==> config.mk <==
export PLATFORM = sky130hd
export DESIGN_NAME = uart_tx_fifo_ctrl_flat
export DESIGN_NICKNAME = d
export VERILOG_FILES = /design/src/rtl/uart_pkg.sv /design/src/rtl/uart_tx_fifo_ctrl_if.sv /design/src/rtl/uart_sync_fifo.sv /design/src/rtl/uart_tx_fifo_ctrl.sv /design/src/flat_wrapper.sv
export SDC_FILE = /design/constraint.sdc
export NUM_CORES = 1
export LEC_CHECK = 0
export CORE_MARGIN = 8
export CORE_UTILIZATION = 43
export CTS_BUF_LIST = sky130_fd_sc_hd__clkbuf_8
export DETAILED_ROUTE_END_ITERATION = 16
export SLEW_MARGIN = 20
export SYNTH_ARGS = -nofsm -noshare
export SYNTH_HDL_FRONTEND = slang
export SYNTH_HIERARCHICAL = 1
export SYNTH_SLANG_ARGS = --single-unit
==> constraint.sdc <==
create_clock -name clk -period 8.1 [get_ports clk]
set_clock_uncertainty 0.1 [all_clocks]
set_input_delay 1.62 -clock clk [delete_from_list [all_inputs] [get_ports clk]]
set_output_delay 1.62 -clock clk [all_outputs]
set_load 0.1 [all_outputs]
**Supply network**

Bar = 20 µm. Pins as bars on the die edge.
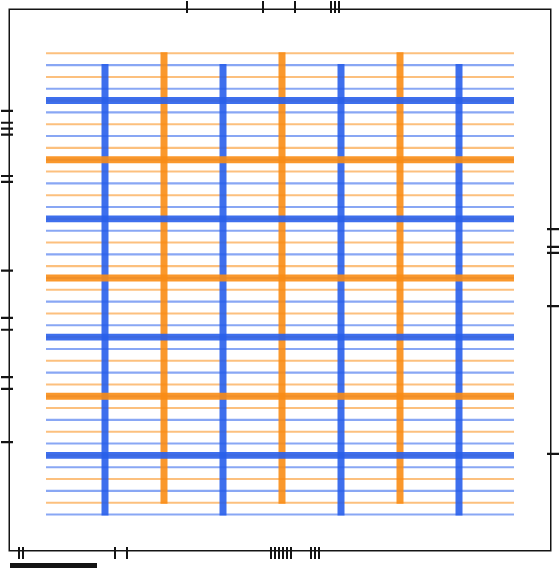
net	colour
VSS	blue
VDD	orange
met5 straps	7
met4 straps	7
signal pins	36
met1 rails	40
core footprint: 0.0114 mm²
horizontal die dimension: 124 µm
vertical die dimension: 124 µm
Worst VDD drop: 0.233 mV

**Cell classes on the final placement**

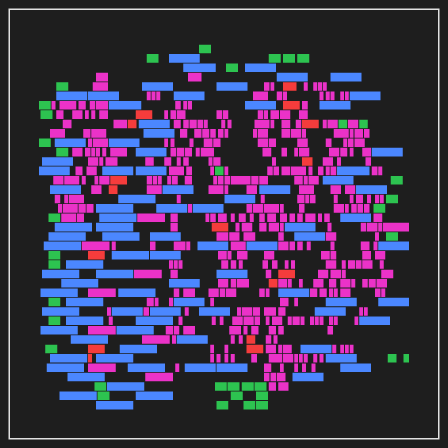
class	colour	cells
sequential cells	blue	91
clock drivers and dummy loads	red	16
remaining buffers and delay cells	green	37
combinational and other logic	magenta	389
Seq/total area: 0.433
area of all placed cells without fillers: 0.00563 mm²
Std-Cell Rows: 39

**Routed clock nets over the placement**

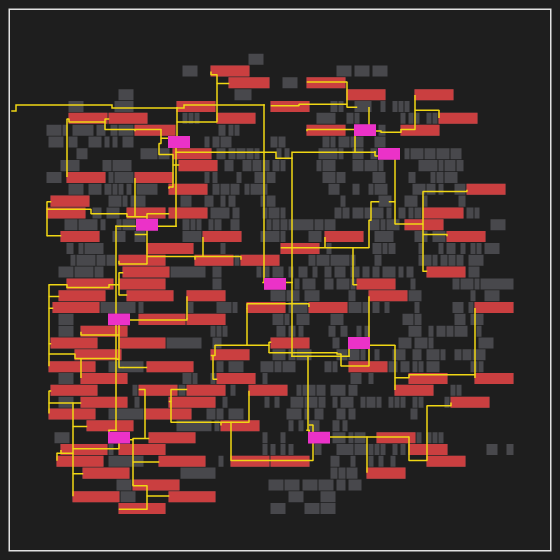
[clock wires] yellow | length: 1,220 µm
[clock drivers] magenta | count: 9
[flip-flops] red | count: 91
routed clock nets	10
proportion of power drawn by the clock network: 0.160
power drawn by the clock network: 290 µW

**Wiring by layer**

Bar = 20 µm.
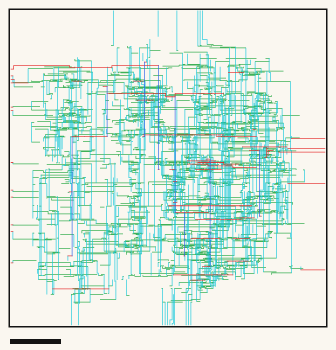
layer	colour	wire length
metal 3	red	534 µm
metal 4	blue	267 µm
metal 2	cyan	5,760 µm
metal 1	green	5,060 µm
combined global-route utilization of all metal layers: 0.162
Routed Wire Length: 11.6 mm
number of vias after detailed routing: 3,809

**Track usage over the die**

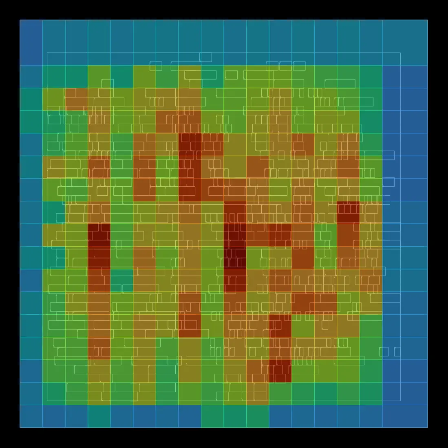
share of the core filled with cells in the final layout: 0.493
met1 track demand over resource: 0.199
met2 usage in global routing: 0.272
layer with the highest usage after global routing: met2

==> results.txt <==
Update from the flow run.

In this run the cell area measured after placement is 0.00545 mm². The area share of buffers outside the clock network is 0.0631. The power report puts the net switching power at 761 µW. Across all setup checks in the final design, the least slack found is just under 3000 ps. Sorting the Yosys area breakdown by cell type puts at the top sky130_fd_sc_hd__dfrtp_1. The number of antenna violations at the first check in global routing was 0. The number of nets in the layout is approximately 570. The clock buffer and inverter area fraction after layout is 0.0315.

The sequential power reported by the tool is just over 800 µW. The script extracted a total leakage power of 2.18 nW. The logic area is ~0.0024 mm².

Detailed routing placed a total of slightly below 6 mm of wire on met2. The highest-count logic cell in the final layout is sky130_fd_sc_hd__nand2_1. The internal portion of the total power is 1.05 mW. In the routed layout, each cell is associated on average with a via count of approximately 5.6. The post-route clock period utilization is 0.632.

The share of synthesized area in the top cell type comes to 0.278. The placement summary gives the final routability congestion estimate as 0.832. The average instance area after synthesis is ~10 µm². The net count entering floorplan is between 500 and 600. The number of DRC markers in iteration 0 is 310. The core utilization before placement is 0.441. The number of hold violations in the final report is 0. The measured slew at the worst slew-check pin is roughly 1100 ps.

On the reported timing paths, the clock transition at the registers reads around 100 ps. After synthesis the netlist holds a flip-flop and latch count of just over 90. Buffers inserted during clock tree synthesis total 9. The TritonCTS clock tree is yes. Per the OpenROAD floorplan log, the area of the die is approximately 0.015 mm². The clock drives ~91 sinks.

The clock tree root driver cell is sky130_fd_sc_hd__clkbuf_8. The clock tree synthesis step divided the H-tree into 3 levels. The worst register-to-register path has a depth of 8. The number of placed I/O pins is 36. The critical path is of the in2reg type.

The part of the power in combinational logic is 0.382. The total iterations of the first detailed-routing run is 5. The number of global-route vias before repair was roughly 3,800. After synthesis, the share of cell area in mux cells is 0.0542.

For this design, the CTS-stage hold fixing added 0 buffers. The number of non-clock buffers is 37. The number of I/O port buffers is 33. The worst hold path cell count is 2. The final routed wire length divided by cell count is about 17 µm. The total number of tap cells is between 100 and 150. The sequential cell count of the final layout is slightly above 90. The critical path runs through a total of 11 cells. The number of setup buffers added after CTS is 0. The count of library flops with an enable pin is 32. The number of gates resized after cts is 0. The biggest fanout along the worst timing path is 6. The critical path capture point type is a flop. The number of warnings reported in the stage logs is 33. The maximum root-to-sink buffer count is 2.

The peak per-stage delay on the critical path is approximately 780 ps. The pre-CTS setup check shows a worst slack of 2660 ps. After global routing the overflow that remains totals 0. The met3 capacity usage during global routing is 0.0295. The number of distinct standard cells referenced by the synthesized netlist is a little over 60. Setup repair after global routing left no endpoint under its margin. The total negative slack is 0 ps. Post-synth the commonest register cell is sky130_fd_sc_hd__dfrtp_1.

The dominant power group is sequential cells. The share of cells above drive strength 1 is 0.0919. Entering global routing, the biggest net connects approximately 60 pins. Per the synthesis report, the AND-OR/OR-AND share of the synthesized area is 0.112. Total power normalized to cell area comes to approximately 320 mW/mm². The number of maximum-capacitance constraint violations is 0.

By area, the combinational part of the netlist is dominated by simple AND/OR/NAND/NOR gates. The data arrival time of the critical path is between 5000 and 6000 ps. The first global-routing pass estimated around 19 mm of wire. The slack of the worst reg-to-reg path is 4300 ps. Ranked by total area, the top cell class in this layout is flip-flops and latches.

The amount of wire on met3 after detailed routing is between 500 and 600 µm. The cell area after technology mapping is approximately 0.0050 mm². The final layout report lists a filler cell count of ~1,100. Multi-input combinational cells in the finished layout were counted as about 380. The cell family contributing the most delay on the critical path is simple AND/OR/NAND/NOR gates. The switching share of total power is 0.419. Per the detail_route report, DRC violations left total 0. The share of flip-flops with an asynchronous set or reset after synthesis is 0.648. In the final layout, excluding clock inverters the inverter count is 13. Per the layout area report, the register area comes to 0.00244 mm². In the final report, the number of endpoints failing setup comes to 0. Per the placement report, the placed cell count is roughly 660. The number of warnings reported in the yosys synthesis log is 6. The antenna diode instance count is 0. The share of total power dissipated in sequential elements is 0.458. After legalization and detailed placement, the total HPWL measured roughly 8 mm. The buffer-and-inverter tally for the worst setup path is 1.

The required time at the worst-slack endpoint is roughly 8300 ps. The area fraction in and, or, nand and nor cells after synthesis is 0.224. The number of flip-flops under the largest register name is 32. Counting instances in the post-synthesis netlist gives the leading cell types as 94 x sky130_fd_sc_hd__nand2_1, 56 x sky130_fd_sc_hd__dfrtp_1, 44 x sky130_fd_sc_hd__nor2_1. The skew report gives the latency at the later pin of the worst-skew pair as ~380 ps.

In this run the remaining antenna-violating nets after routing total 0. The register share after synthesis is 0.485. The yosys-reported design area after synthesis is just over 0.005 mm². The count of non-filler cells in the finished layout is 676. The leading cell type by number of instances after synthesis is sky130_fd_sc_hd__nand2_1. The main area contributors are sky130_fd_sc_hd__dfrtp_1 28%, sky130_fd_sc_hd__edfxtp_1 19%, sky130_fd_sc_hd__nand2_1 7.0%, sky130_fd_sc_hd__mux4_2 3.6%, sky130_fd_sc_hd__xnor2_1 3.5%.

The tightest min-delay check is of the reg2reg type. Counting pins that exceed their max-slew limit in the final report gives 0. The wire length the detailed router placed on met1 is just over 5 mm. The run finished with clean final reports. Per the slew report, the remaining headroom to the max-slew limit stands at 0.281. The standard cell with the maximum stage delay on the critical path is sky130_fd_sc_hd__nor4_1. Per the layout area report, the combinational fraction of cell area is 0.431. The relative area change from synthesis to final layout is 11.9%. The cell-mix breakdown from Yosys lists the adder-cell area share as 0.0298.

The synthesized netlist was found by Yosys to have 503 cells. The tightest hold margin is just under 400 ps. Traced cell by cell, the critical path runs through clkdlybuf4s50_1 -> nor4_1 -> nand4_1 -> o21ai_0 -> ha_1 -> nor2b_1 -> nand2_1 -> or4_1 -> xnor2_1 -> a22oi_1 -> o31ai_1.

The total design power is 1.82 mW. The detailed router used layers up to and including met4. The top cell types in the final layout, fill and taps aside, are 94 x sky130_fd_sc_hd__nand2_1, 56 x sky130_fd_sc_hd__dfrtp_1, 44 x sky130_fd_sc_hd__nor2_1, 32 x sky130_fd_sc_hd__clkdlybuf4s50_1, 32 x sky130_fd_sc_hd__edfxtp_1.
Power is estimated from default activity; no workload was simulated.
